Fig. 1: run 1, metal layers overlaid
Drawn at 3 px/um. Two of the layers only.
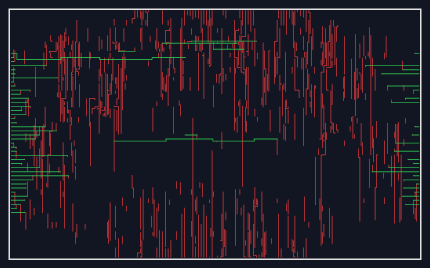
Fig. 2: run 1, met2 routing
Drawn at 4 px/um.
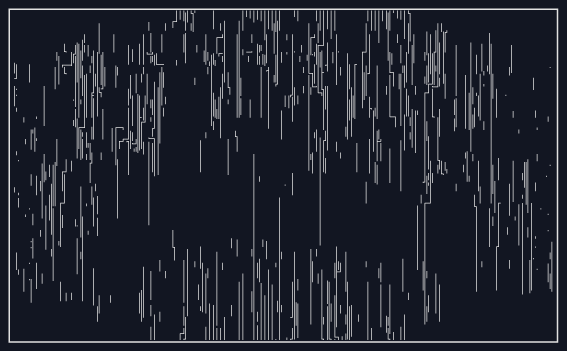
Fig. 3: run 1, placed standard cells
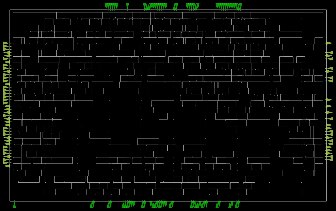
==> config.mk <==
export PLATFORM = sky130hd
export DESIGN_NAME = vram_fetch_arbiter
export DESIGN_NICKNAME = d
export VERILOG_FILES = /design/src/rtl/vram_arb_pkg.sv /design/src/rtl/rr_priority_select.sv /design/src/rtl/vram_fetch_arbiter.sv
export SDC_FILE = /design/constraint.sdc
export NUM_CORES = 1
export LEC_CHECK = 0
export CAP_MARGIN = 20
export CORE_ASPECT_RATIO = 0.6
export CORE_UTILIZATION = 26
export CTS_CLUSTER_DIAMETER = 200
export DETAILED_ROUTE_END_ITERATION = 10
export PLACE_DENSITY = 0.58
export SYNTH_ARGS = -nofsm -noshare
export SYNTH_HDL_FRONTEND = slang
export SYNTH_SLANG_ARGS = --single-unit
==> constraint.sdc <==
create_clock -name clk -period 1.7 [get_ports clk]
set_clock_uncertainty 0.05 [all_clocks]
set_input_delay 0.255 -clock clk [delete_from_list [all_inputs] [get_ports clk]]
set_output_delay 0.255 -clock clk [all_outputs]
set_load 0.01 [all_outputs]
==> impl_metrics.env, run 1 <==
# flow metrics
export IMPL_grtUsageMet3_pct=4.33
export IMPL_crit_fanout=13
export IMPL_r2r_cells=6
export IMPL_floorplan_core_util_pct=26.8
export IMPL_first_global_vias=2420
export IMPL_fin_ws_ns=-0.0169
export IMPL_ys_seq_share_pct=49.5
export IMPL_hold_viol_final=0
export IMPL_setup_tns_ns=-0.0169
export IMPL_rsz0062_at_grt="yes"
export IMPL_drt_initial_drc_count=84
export IMPL_cp_top_family="flip-flops"
export IMPL_clock_sinks=56
export IMPL_avgSynthCellArea_um2=12.5
export IMPL_yosys_top_cells_count="dfrtp_1 (56), mux2_2 (32), inv_1 (21), o2bb2ai_1 (17)"
export IMPL_ys_sh_mux_pct=13.3
export IMPL_ant_nets=0
export IMPL_status="complete, but fails checks"
export IMPL_largest_class="non-clock buffers"
export IMPL_crit_type="reg -> reg"
export IMPL_place_gp_congestion=0.792
export IMPL_first_pass_iters=4
export IMPL_final_area_mm2=0.00497
export IMPL_clock_fmax_mhz=582
export IMPL_syn_to_final_growth_pct=75.5
export IMPL_top_area_share_pct=49.5
export IMPL_cp_cell_sequence="mux2_4 -> o221a_4 -> buf_12 -> nor2_8 -> buf_12 -> o2bb2ai_1"
export IMPL_cts_root_buf="clkbuf_16"
export IMPL_die_w_um=137
export IMPL_top_cell="dfrtp_1"
export IMPL_crit_required_ns=1.86
export IMPL_layout_drive_gt1_share_pct=29.9
export IMPL_cts_clk_slew_worst_paths_ns=0.07
export IMPL_worst_hold_path_type="in -> async"
export IMPL_period_minus_slack_ns=1.72
export IMPL_yosys_warnings=0
export IMPL_comb_cells=128
export IMPL_finalClockPeriodUsage_pct=101
export IMPL_ys_sh_xor_pct=0
export IMPL_route_detailed_drc=0
export IMPL_htreeDepth=2
export IMPL_routed_wl_met2_mm=3.46
export IMPL_slowest_stage="dfrtp_2"
export IMPL_async_flop_share_pct=100
export IMPL_yosys_most_used_dff="dfrtp_1"
export IMPL_cts_tree="yes"
export IMPL_placed_area_mm2=0.00464
export IMPL_cts_buffers=5
export IMPL_ys_area_mm2=0.00283
export IMPL_synth_cells_yosys=227
export IMPL_failed_checks="setup timing"
export IMPL_ys_types=35
export IMPL_port_buffers=137
export IMPL_wl_met3_um=547
export IMPL_io_pins=139
export IMPL_edf_count=0
export IMPL_largest_reg_flops=32
export IMPL_worstMarginPinSlew_ns=0.333
export IMPL_worstSkewPairLatency_ns=0.29
export IMPL_report_final_setup_viol=1
export IMPL_chipArea_mm2=0.0113
export IMPL_worstPathArrival_ns=1.87
export IMPL_crit_buf_inv=2
-- Fig. 1 (at the start) --
| layer | color | wire length |
|---|---|---|
| metal 3 | green | 548 um |
| metal 2 | red | 3460 um |
post-DR wirelength/cell: 16.2 um
via count: 2478
Total GRT Usage: 15.1%

-- Fig. 2 (at the start) --
wire length on this layer: 3460 um
nets with wire on the layer: 430
longest straight run: 46.4 um
share of all routed wire: 41%
main direction: vertical
met2 usage: 20.3%
Detailed Route WL: 8.47 mm

-- Fig. 3 (at the start) --
Final Util: 47.0%
flop share of the area: 28.3%
Fill cells: 931
tapcell count: 139

Fig. 4: run 1, ports around the boundary
Drawn at 4 px/um. Pins as bars across the die edge, other pins in gray.
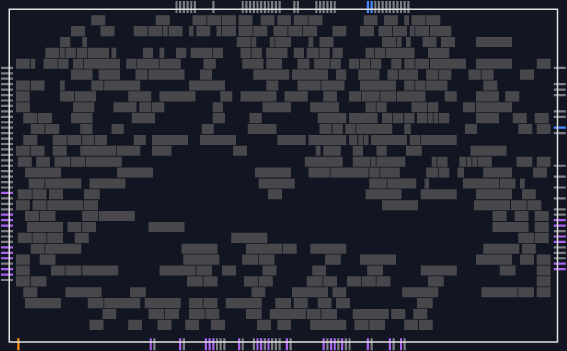

==> run 1 -> run 2 <==
--- a/config.mk
+++ b/config.mk
@@ -6,10 +6,12 @@
 export NUM_CORES = 1
 export LEC_CHECK = 0
+export ABC_AREA = 1
 export CAP_MARGIN = 20
 export CORE_ASPECT_RATIO = 0.6
+export CORE_MARGIN = 2
 export CORE_UTILIZATION = 26
 export CTS_CLUSTER_DIAMETER = 200
 export DETAILED_ROUTE_END_ITERATION = 10
-export PLACE_DENSITY = 0.58
+export PLACE_DENSITY = 0.59
 export SYNTH_ARGS = -nofsm -noshare
 export SYNTH_HDL_FRONTEND = slang
--- a/constraint.sdc
+++ b/constraint.sdc
@@ -3,3 +3,3 @@
 set_input_delay 0.255 -clock clk [delete_from_list [all_inputs] [get_ports clk]]
 set_output_delay 0.255 -clock clk [all_outputs]
-set_load 0.01 [all_outputs]
+set_load 0.1 [all_outputs]
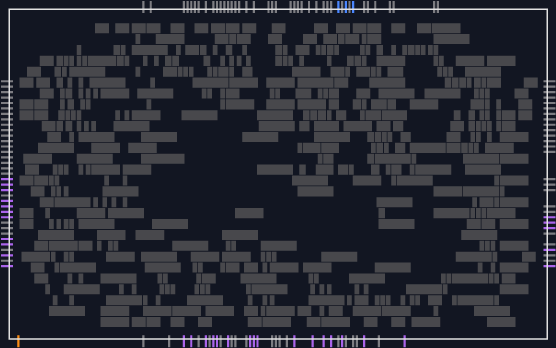
Fig. 5. Ports around the boundary (run 2).
Drawn at 4 px/um. Pins as bars across the die edge, other pins in gray.
| port | color | pins | direction | edge |
|---|---|---|---|---|
| `req_strobe` | blue | 3 | input | top |
| `line_start` | orange | 1 | input | bottom |
| `vram_rddata` | purple | 32 | input | 16 bottom, 11 left, 5 right |
all pins by edge: 42 top, 35 left, 34 bottom, 28 right
Die H: 82.1 um
Die X: 134 um

==> impl_metrics.env, run 2 <==
# flow metrics
export IMPL_period_minus_slack_ns=1.55
export IMPL_setup_tns_ns=0
export IMPL_num_vias=2614
export IMPL_layout_drive_gt1_share_pct=18.4
export IMPL_route_detailed_drc=0
export IMPL_worstPathArrival_ns=1.74
export IMPL_finalClockPeriodUsage_pct=91.2
export IMPL_worstMarginPinSlew_ns=0.427
export IMPL_async_flop_share_pct=100
export IMPL_r2r_cells=10
export IMPL_chipArea_mm2=0.0110
export IMPL_port_buffers=137
export IMPL_edf_count=0
export IMPL_largest_class="non-clock buffers"
export IMPL_grtUsageMet3_pct=5.99
export IMPL_cts_tree="yes"
export IMPL_route_detailed_wl_per_inst_um=12.5
export IMPL_first_global_vias=2519
export IMPL_worstSkewPairLatency_ns=0.29
export IMPL_clock_fmax_mhz=645
export IMPL_seq_area_share_pct=28.2
export IMPL_crit_fanout=9
export IMPL_yosys_most_used_dff="dfrtp_1"
export IMPL_status="completed"
export IMPL_rsz0062_at_grt="no"
export IMPL_syn_to_final_growth_pct=88.2
export IMPL_gr_usage_met2_pct=22.2
export IMPL_largest_reg_flops=32
